run_1/power_grid.png
Pins as bars on the die edge.
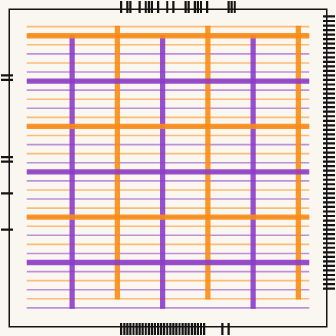
run_1/placement_by_type.png
Bar = 20 um.
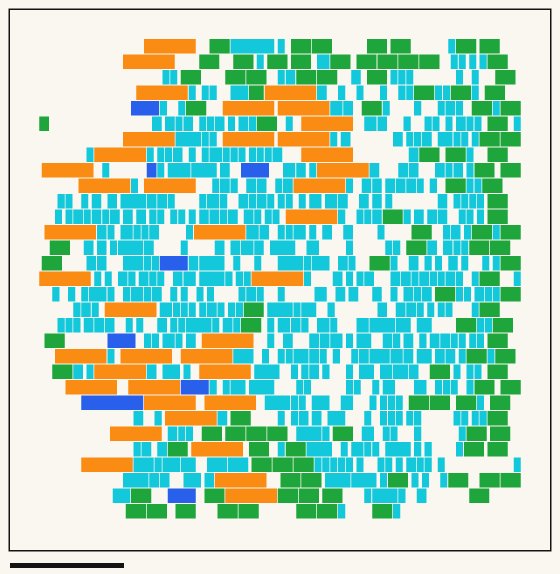
run_1/clk_routes.png
Bar = 20 um.
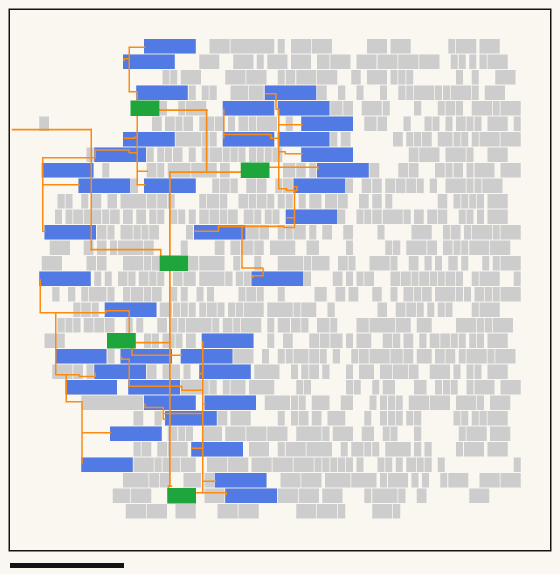
==> config.mk <==
export PLATFORM = sky130hd
export DESIGN_NAME = player_missile
export DESIGN_NICKNAME = d
export VERILOG_FILES = /design/src/rtl/player_missile.sv
export SDC_FILE = /design/constraint.sdc
export NUM_CORES = 1
export LEC_CHECK = 0
export ABC_AREA = 1
export CAP_MARGIN = 5
export CORE_MARGIN = 5
export CORE_UTILIZATION = 50
export CTS_BUF_LIST = sky130_fd_sc_hd__clkbuf_8
export DETAILED_ROUTE_END_ITERATION = 7
export MAX_ROUTING_LAYER = met4
export PLACE_DENSITY = 0.92
export SLEW_MARGIN = 10
export SYNTH_ARGS = -nofsm -noshare
export SYNTH_HDL_FRONTEND = slang
export SYNTH_SLANG_ARGS = --single-unit
export TNS_END_PERCENT = 50
==> constraint.sdc <==
create_clock -name vsync -period 7.35 [get_ports vsync]
set_input_delay 2.205 -clock vsync [delete_from_list [all_inputs] [get_ports vsync]]
set_output_delay 2.205 -clock vsync [all_outputs]
set_load 0.01 [all_outputs]
==> summary.txt, run 1 <==
clock root cell - clkbuf_8
Resized cells post-CTS - 0
Dominant cell area share - 27.17%
r2r worst-path depth - 16
initial antenna violation count - 0
clk buf depth - 2
max reg flops - 10
Die Width - 94.76 um
synthesized cell area - 0.003592 mm2
Syn Nets - 680
drt first pass iters - 5
fmax - 170.8 MHz
CTS tree - built
top cells by count - nand2_1 (171), inv_1 (103), nand3_1 (86), dfrtp_1 (39), nor2_1 (32)
H-Tree Level Count - 2
Hold Fails Final Rpt - 0
number of global-route vias before repair - 3844
cycle use final - 79.67%
Net Sw Frac - 28.11%
Antenna diodes - 0
die height - 94.76 um
status - complete, no violations
Flop pwr share - 39.8%
critical path endpoint category - flop
Max Slew Vio Count - 0
RSZ-0062 raised after global routing - no
largest net degree at the start of global routing - 40
Synthesized registers - 39
Worst Slack Setup Final - 1494 ps
Initial Util - 50.33%
-- power_grid.png (at the start) --
- VDD: orange
- VSS: purple
- signal pins: 116
- rows: 31
- met1 rails: 32
VDD IR-drop max: 0.1337 mV
Core Box Area: 0.007137 mm2

-- placement_by_type.png (at the start) --
- combinational and other logic: cyan (cells 522; share of their area 53%)
- other buffers and delay cells: green (cells 115; share of their area 24%)
- clock drivers and dummy loads: blue (cells 8; share of their area 2.5%)
- flops: orange (cells 39; share of their area 20%)
sequential cell area share: 19.94%
Core Util, Final: 68.57%
# rows: 31

-- clk_routes.png (at the start) --
- clock wires: orange (length 485 um)
- clock drivers: green (count 5)
- flip-flops: blue (count 39)
- routed clock nets: 6
Clock power frac: 33.3%
Layout Skew: 9.903 ps
Clock Power: 186 uW
Latency at later pin: 300 ps

run 1: layer usage:
metal / up-vias / GRT usage, % / part of all wire (%)
met1: 1883 / 32.52 / 42
met4: 0 / 6.971 / 1.7
met5: - / - / 0
met2: 176 / 42.63 / 48
li1: 2060 / - / -
met3: 16 / 3.108 / 8.2
run 1: cell families after synthesis:
family / count (synthesis) / synth area share (%)
other cells: 1 / 0.1044
xor+xnor: 7 / 1.707
flops: 39 / 27.17
buf+inv: 120 / 13.41
fa+ha+maj: 18 / 6.270
compound gates: 53 / 8.708
simple gates: 337 / 42.63
run 1: power groups by stage:
stage / sequential [uW] / combinational (uW) / clock, uW
2_1_floorplan: 225 / 78.3 / 0
3_3_place_gp: 225 / 145 / 0
3_5_place_dp: 225 / 147 / 0
4_1_cts: 221 / 149 / 189
5_1_grt: 222 / 166 / 196
6_report: 222 / 150 / 186
run 1: critical path, cell delays in order:
cell and delay, ps:
clkdlybuf4s50_1 450, inv_1 40, ha_1 370, a21oi_2 270, nand3_2 150, nand2_2 120, nand2_1 530, nand2_1 250
nand3_1 100, nand3_1 100, nand3_1 80, nand2_1 70, nand3_1 60, nand3_1 120, nand4_2 510, nand2_1 470
nand2_1 110, nand2_1 80
run 1: area by class of cell:
| type | instances | area, um2 | share of cell area [%] |
|---|---|---|---|
| Clock buffer | 6 | 82.58 | 1.688 |
| Timing Repair Buffer | 115 | 1144 | 23.37 |
| Multi-Input combinational cell | 416 | 2135 | 43.62 |
| Sequential cell | 39 | 975.9 | 19.94 |
| Clock inverter | 2 | 35.03 | 0.7159 |
| Inverter | 106 | 397.9 | 8.131 |
| Tap cell | 99 | 123.9 | 2.531 |
run 1: metrics by stage:
stage | power (uW) | instances | cell area (um2)
2_1_floorplan | 303.3 | 575 | 3592
3_3_place_gp | 370.7 | 775 | 4776
3_5_place_dp | 372.8 | 775 | 4776
4_1_cts | 559.6 | 783 | 4893
5_1_grt | 584.2 | 783 | 4893
6_report | 557.0 | 783 | 4893
run 1: placed cells by master, fill, tap and decap left out, types with 3 or more instances in the layout:
master / netlist / final
a21oi_1: 21 / 21
a32o_1: 4 / 4
clkbuf_8: 0 / 6
clkdlybuf4s50_1: 0 / 113
dfrtp_1: 39 / 39
ha_1: 18 / 18
inv_1: 103 / 103
nand2_1: 171 / 171
nand2_2: 9 / 9
nand3_1: 86 / 86
nand3b_1: 7 / 7
nand4_1: 15 / 15
nor2_1: 32 / 32
nor3_1: 8 / 8
nor4_1: 3 / 3
o21ai_0: 16 / 16
o21ai_1: 3 / 3
xor2_1: 6 / 6
==> run 2: changes to the inputs <==
CORE_UTILIZATION = 48   (was 50)
PLACE_DENSITY = 0.89   (was 0.92)
clock period = 6 ns   (was 7.35 ns; I/O delays follow)
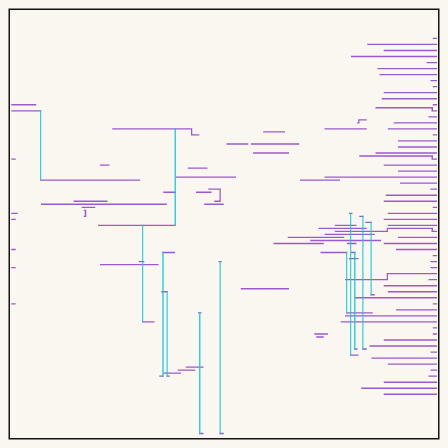
run_2/wires.png
Only two layers are drawn.
- metal 3: purple (wire length 903 um)
- metal 4: cyan (wire length 286 um)
total number of vias: 4137
final wirelength: 11.05 mm
average wire per cell in the routed design: 14.06 um
overall global routing resource usage: 24.31%

==> run 2 against run 1 <==
Net effect:
- clock skew shrank 3.0 ps
- utilization down 1.0 points
- clock power grew 4%
- critical path type unchanged
- largest power group unchanged
==> summary.txt, run 2 <==
status - complete, no violations (unchanged)
Synthesized registers - 39 (unchanged)
CTS tree - built (unchanged)
Syn Nets - 680 (unchanged)
drt first pass iters - 4 (was 5)
FF+latch area - 975.9 um2 (unchanged)
Worst Slack Setup Final - 1230 ps (was 1494 ps)
r2r worst-path depth - 16 (unchanged)
cycle use final - 79.50%
Layout Skew - 6.905 ps (was 9.903 ps)
# rows - 31 (unchanged)
Latency at later pin - 300 ps (about the same)
Final Cell Area - 0.004898 mm2 (was 0.004893 mm2)
crit-path max cell delay - 450 ps (was 530 ps)
number of global-route vias before repair - 3993 (was 3844)
VDD IR-drop max - 0.1143 mV (was 0.1337 mV)
critical path endpoint category - flop (unchanged)
Resized cells post-CTS - 0 (unchanged)
Crit path top cell by count - nand2_1 (unchanged)
final instance count without filler cells - 786 (was 783)
Core Box Area - 0.007253 mm2 (was 0.007137 mm2)
Top Layout Cells - nand2_1 (171), clkdlybuf4s50_1 (113), inv_1 (104) (was nand2_1 (171), clkdlybuf4s50_1 (113), inv_1 (103))
initial antenna violation count - 0 (unchanged)
CP cell instances - clkdlybuf4s50_1 > inv_1 > ha_1 > a21oi_2 > nand3_2 > nand2_2 > nand2_2 > nand2_1 > nand3_1 > nand3_1 > nand3_1 > nand2_1 > nand3_1 > a21oi_2 > nand4_2 > nand2_1 > nand2_1 > nand2_1 (was clkdlybuf4s50_1 > inv_1 > ha_1 > a21oi_2 > nand3_2 > nand2_2 > nand2_1 > nand2_1 > nand3_1 > nand3_1 > nand3_1 > nand2_1 > nand3_1 > nand3_1 > nand4_2 > nand2_1 > nand2_1 > nand2_1)
Slowest cell on crit path - clkdlybuf4s50_1 (was nand2_1)
Max Slew Vio Count - 0 (unchanged)
-- run 2: stage by stage --
| stage | power, uW | hold WS (ps) |
|---|---|---|
| after detailed placement | 457.3 | 467.2 |
| after global placement | 454.5 | 458.6 |
| final | 648.5 | 481.6 |
| after CTS | 650.4 | 483.9 |
| after floorplan | 371.6 | 441.9 |
| after global routing | 680.2 | 526.8 |
-- run 2: logic make-up after synthesis --
group | synth area share, %
other | 0.1044
XOR/XNOR | 1.707
flip-flops | 27.17
AND-OR/OR-AND | 8.708
adder cells (fa/ha/maj) | 6.270
buffers and inverters | 13.41
AND/OR/NAND/NOR | 42.63
-- run 2: report_power, final --
part           switching, uW  internal [uW]  total (uW)
clock                   90.5            103         194
combinational           93.5           90.1         184
sequential              4.78            266         271
-- run 2: critical path, delay by kind of cell --
kind,cells,cell delay (ps)
AND/OR/NAND/NOR,13,1870
buffers and inverters,2,500
AND-OR/OR-AND,2,450
adder cells (fa/ha/maj),1,370
-- run 2: per-layer routing --
metal	vias up	wire, um	share of wire, %
met1	1882	4461	40
met2	163	5399	49
met4	0	285	2.6
met3	25	902	8.2
li1	2067	-	-
met5	-	0	0
-- run 2: final cells by class --
class,instances,share of cell area [%]
well taps,99,2.529
multi-input cells,416,43.58
clock buffers,7,1.967
inverters,106,8.123
repair buffers,118,23.81
flip-flops and latches,39,19.92
clock inverters,1,0.07663
Power is estimated from default activity; no workload was simulated.
